## src/rtl/hsv_core_fifo_lvl.sv

```systemverilog
// Elastic FIFO between hsv_core pipeline stages. It uses all DEPTH entries, reports its occupancy and
// an almost_full watermark, and has a registered (FWFT=0) or fall-through (FWFT=1) output stage.
module hsv_core_fifo_lvl #(
    parameter int WIDTH        = 1,
    parameter int DEPTH        = 4,
    parameter int AFULL_THRESH = DEPTH - 1,
    parameter int FWFT         = 0
) (
    input  logic                       clk_core,
    input  logic                       rst_core,
    input  logic                       flush,
    output logic                       ready_o,
    input  logic                       valid_i,
    input  logic [WIDTH-1:0]           in,
    input  logic                       ready_i,
    output logic                       valid_o,
    output logic [WIDTH-1:0]           out,
    output logic [$clog2(DEPTH+1)-1:0] level,
    output logic                       almost_full
);

    localparam int LW = $clog2(DEPTH + 1);
    localparam int PW = $clog2(DEPTH);

    typedef logic [PW-1:0] ptr_t;
    typedef logic [LW-1:0] lvl_t;

    generate
        if (WIDTH < 1) begin : g_bad_width
            $error("hsv_core_fifo_lvl: WIDTH must be >= 1");
        end
        if (DEPTH < 2) begin : g_bad_depth
            $error("hsv_core_fifo_lvl: DEPTH must be >= 2");
        end
        if (AFULL_THRESH < 1 || AFULL_THRESH > DEPTH) begin : g_bad_thresh
            $error("hsv_core_fifo_lvl: AFULL_THRESH must be within 1..DEPTH");
        end
    endgenerate

    logic [WIDTH-1:0] mem_q [DEPTH];
    ptr_t             wr_ptr_q, wr_ptr_d;
    ptr_t             rd_ptr_q, rd_ptr_d;
    lvl_t             level_q, level_d;
    lvl_t             mem_cnt;
    logic             valid_q, valid_d;
    logic             afull_q, afull_d;
    logic [WIDTH-1:0] out_q, out_d;
    logic [WIDTH-1:0] mem_rd_data;
    logic             wr_acc, rd_acc, mem_we, bypass;

    // Explicit wrap keeps non-power-of-two depths correct.
    function automatic ptr_t ptr_inc(input ptr_t p);
        return (p == ptr_t'(DEPTH - 1)) ? '0 : p + 1'b1;
    endfunction

    assign ready_o     = (level_q != lvl_t'(DEPTH));
    assign wr_acc      = valid_i & ready_o;
    assign rd_acc      = valid_q & ready_i;
    assign mem_rd_data = mem_q[rd_ptr_q];
    // level counts the beat in the output register; the remainder still sits in the array.
    assign mem_cnt     = level_q - lvl_t'(valid_q);

    // NOTE: every variable driven here gets a default first, so no latch can be inferred.
    always_comb begin
        wr_ptr_d = wr_ptr_q;
        rd_ptr_d = rd_ptr_q;
        level_d  = level_q;
        valid_d  = valid_q;
        out_d    = out_q;
        mem_we   = 1'b0;
        bypass   = 1'b0;
        if (flush) begin
            wr_ptr_d = '0;
            rd_ptr_d = '0;
            level_d  = '0;
            valid_d  = 1'b0;
        end else begin
            case ({wr_acc, rd_acc})
                2'b10:   level_d = level_q + 1'b1;
                2'b01:   level_d = level_q - 1'b1;
                default: level_d = level_q;
            endcase
            // Refill the output stage whenever it is empty or being consumed.
            if (!valid_q || rd_acc) begin
                if (mem_cnt != '0) begin
                    valid_d  = 1'b1;
                    out_d    = mem_rd_data;
                    rd_ptr_d = ptr_inc(rd_ptr_q);
                end else if (FWFT != 0 && wr_acc) begin
                    valid_d = 1'b1;
                    out_d   = in;
                    bypass  = 1'b1;
                end else begin
                    valid_d = 1'b0;
                end
            end
            if (wr_acc && !bypass) begin
                mem_we   = 1'b1;
                wr_ptr_d = ptr_inc(wr_ptr_q);
            end
        end
        afull_d = (level_d >= lvl_t'(AFULL_THRESH));
    end

    // NOTE: sequential state uses non-blocking assignments so all registers update together.
    always_ff @(posedge clk_core or posedge rst_core) begin
        if (rst_core) begin
            wr_ptr_q <= '0;
            rd_ptr_q <= '0;
            level_q  <= '0;
            valid_q  <= 1'b0;
            afull_q  <= 1'b0;
            out_q    <= '0;
        end else begin
            wr_ptr_q <= wr_ptr_d;
            rd_ptr_q <= rd_ptr_d;
            level_q  <= level_d;
            valid_q  <= valid_d;
            afull_q  <= afull_d;
            out_q    <= out_d;
        end
    end

    // NOTE: the storage array is deliberately left without reset; level and valid gate its use.
    always_ff @(posedge clk_core) begin
        if (mem_we) begin
            mem_q[wr_ptr_q] <= in;
        end
    end

    assign valid_o     = valid_q;
    assign out         = out_q;
    assign level       = level_q;
    assign almost_full = afull_q;

endmodule

```

## config.mk

```make
export PLATFORM = sky130hd
export DESIGN_NAME = hsv_core_fifo_lvl
export DESIGN_NICKNAME = d
export VERILOG_FILES = /design/src/rtl/hsv_core_fifo_lvl.sv
export SDC_FILE = /design/constraint.sdc
export NUM_CORES = 1
export LEC_CHECK = 0
export ABC_AREA = 1
export ABC_CLOCK_PERIOD_IN_PS = 2250
export CAP_MARGIN = 10
export CORE_MARGIN = 2
export CORE_UTILIZATION = 51
export DETAILED_ROUTE_END_ITERATION = 10
export GPL_ROUTABILITY_DRIVEN = 0
export MAX_ROUTING_LAYER = met4
export PLACE_DENSITY = 0.76
export REMOVE_ABC_BUFFERS = 1
export SLEW_MARGIN = 5
export SYNTH_ARGS = -nofsm -noshare
export SYNTH_HDL_FRONTEND = slang
export SYNTH_SLANG_ARGS = --single-unit
```

## constraint.sdc

```tcl
create_clock -name clk_core -period 2.25 [get_ports clk_core]
set_input_delay 0.675 -clock clk_core [delete_from_list [all_inputs] [get_ports clk_core]]
set_output_delay 0.675 -clock clk_core [all_outputs]
set_load 0.02 [all_outputs]
```

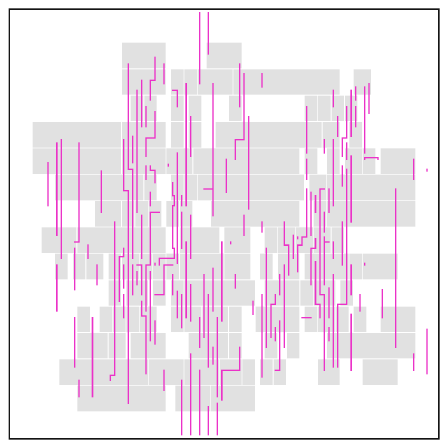
Fig. 1. The metal 2 layer.
Cells faint in the background.
share of all routed wire	49%
wire length on this layer	677 µm
nets with wire on the layer	98
Routed WL: 1.387 mm
global routing usage on met2: 0.2941
via count: 641

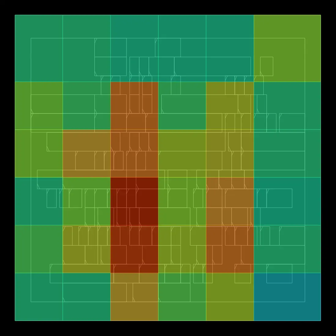
Fig. 2. Routing congestion.
GRT met3 Usage: 0.04898
WL per Instance: 10.43 µm

-- kinds of logic after synthesis --
family                   after synthesis  share of synthesized area
AND/OR/NAND/NOR                       49                     0.2770
buffers and inverters                 22                     0.1005
flip-flops                            14                     0.4505
adder cells (fa/ha/maj)                8                     0.1309
AND-OR/OR-AND                          6                    0.04108
-- final cells by class --
| type | instances | area, µm² |
|---|---|---|
| Clock buffer | 3 | 22.52 |
| Sequential cell | 14 | 370.4 |
| Inverter | 22 | 82.58 |
| Tap cell | 16 | 20.02 |
| Multi-Input combinational cell | 63 | 369.1 |
| Timing Repair Buffer | 14 | 137.6 |
| Fill cell | 114 | 500.5 |
| Clock inverter | 1 | 3.754 |
-- placed cells by master (no fill, tap or decap) --
| cell type | Yosys | routed |
|---|---|---|
| inv_1 | 19 | 19 |
| a21oi_2 | 1 | 1 |
| clkbuf_4 | 0 | 3 |
| nor2_1 | 12 | 12 |
| nand2_2 | 4 | 4 |
| nand2_4 | 1 | 1 |
| edfxtp_1 | 4 | 4 |
| inv_2 | 3 | 3 |
| nand4_1 | 1 | 1 |
| fa_1 | 1 | 1 |
| nand3_2 | 1 | 1 |
| clkdlybuf4s50_1 | 0 | 11 |
| nand2_1 | 21 | 21 |
| nor2_4 | 1 | 1 |
| dlymetal6s2s_1 | 0 | 1 |
| o21ai_0 | 1 | 1 |
| clkinv_1 | 0 | 1 |
| nand3_1 | 8 | 8 |
| o21ai_1 | 3 | 3 |
| dfrtp_1 | 10 | 10 |
| ha_1 | 7 | 7 |
| buf_4 | 0 | 2 |
| a21oi_1 | 1 | 1 |
-- sequential cells by signal (all words and copies together), names as in the netlist --
| signal | count |
|---|---|
| level | 3 |
| wr_ptr_q | 2 |
| out | 1 |
| mem_q | 4 |
| valid_o | 1 |
| rd_ptr_q | 2 |
| almost_full | 1 |
==> flow_metrics.py <==
# Metrics from the implementation run
metrics = {
    "timing": {
        "max-slew-margin-rel": 0.7424,
        "worst_pin_slew_ns": 0.3860,
        "final-max-slew-violation-count": 0,
        "grt_setup_unrepaired": "no",
        "fmax_mhz": 485.6,
    },
    "drt": {
        "dr.pass1.iters": 4,
        "highest_layer": "met4",
    },
    "yosys": {
        "synthTopCellsByArea": "dfrtp_1 (30%), edfxtp_1 (15%), ha_1 (11%), nand2_1 (9.6%), inv_1 (8.7%)",
        "async_flop_share": 0.7143,
        "ys.flops": 14,
        "edf_count": 4,
    },
    "power": {
        "power_density_nw_per_um2": 1012,
        "p_clk_frac": 0.144,
        "powerComb_uw": 479,
        "leakagePower_uw": 0.0005094,
    },
    "run_status": {
        "status": "complete, no violations",
    },
    "clocking": {
        "cts.htree.levels": 1,
        "clk_latency_ns": 0.28,
    },
    "worst_hold_path": {
        "min-delay-start": "out$_DFFE_PP0P_",
        "hp-class": "reg2reg",
    },
    "global_routing": {
        "top_usage_layer": "met2",
    },
    "floorplan": {
        "core_um2": 1506,
        "chipHeight_um": 44.15,
    },
    "setup_path": {
        "cp_max_fo": 5,
        "cp.depth": 1,
    },
    "placed_design": {
        "placed_cells": 129,
    },
}
Power figures rest on the tool's default switching activity, not on a simulated workload.
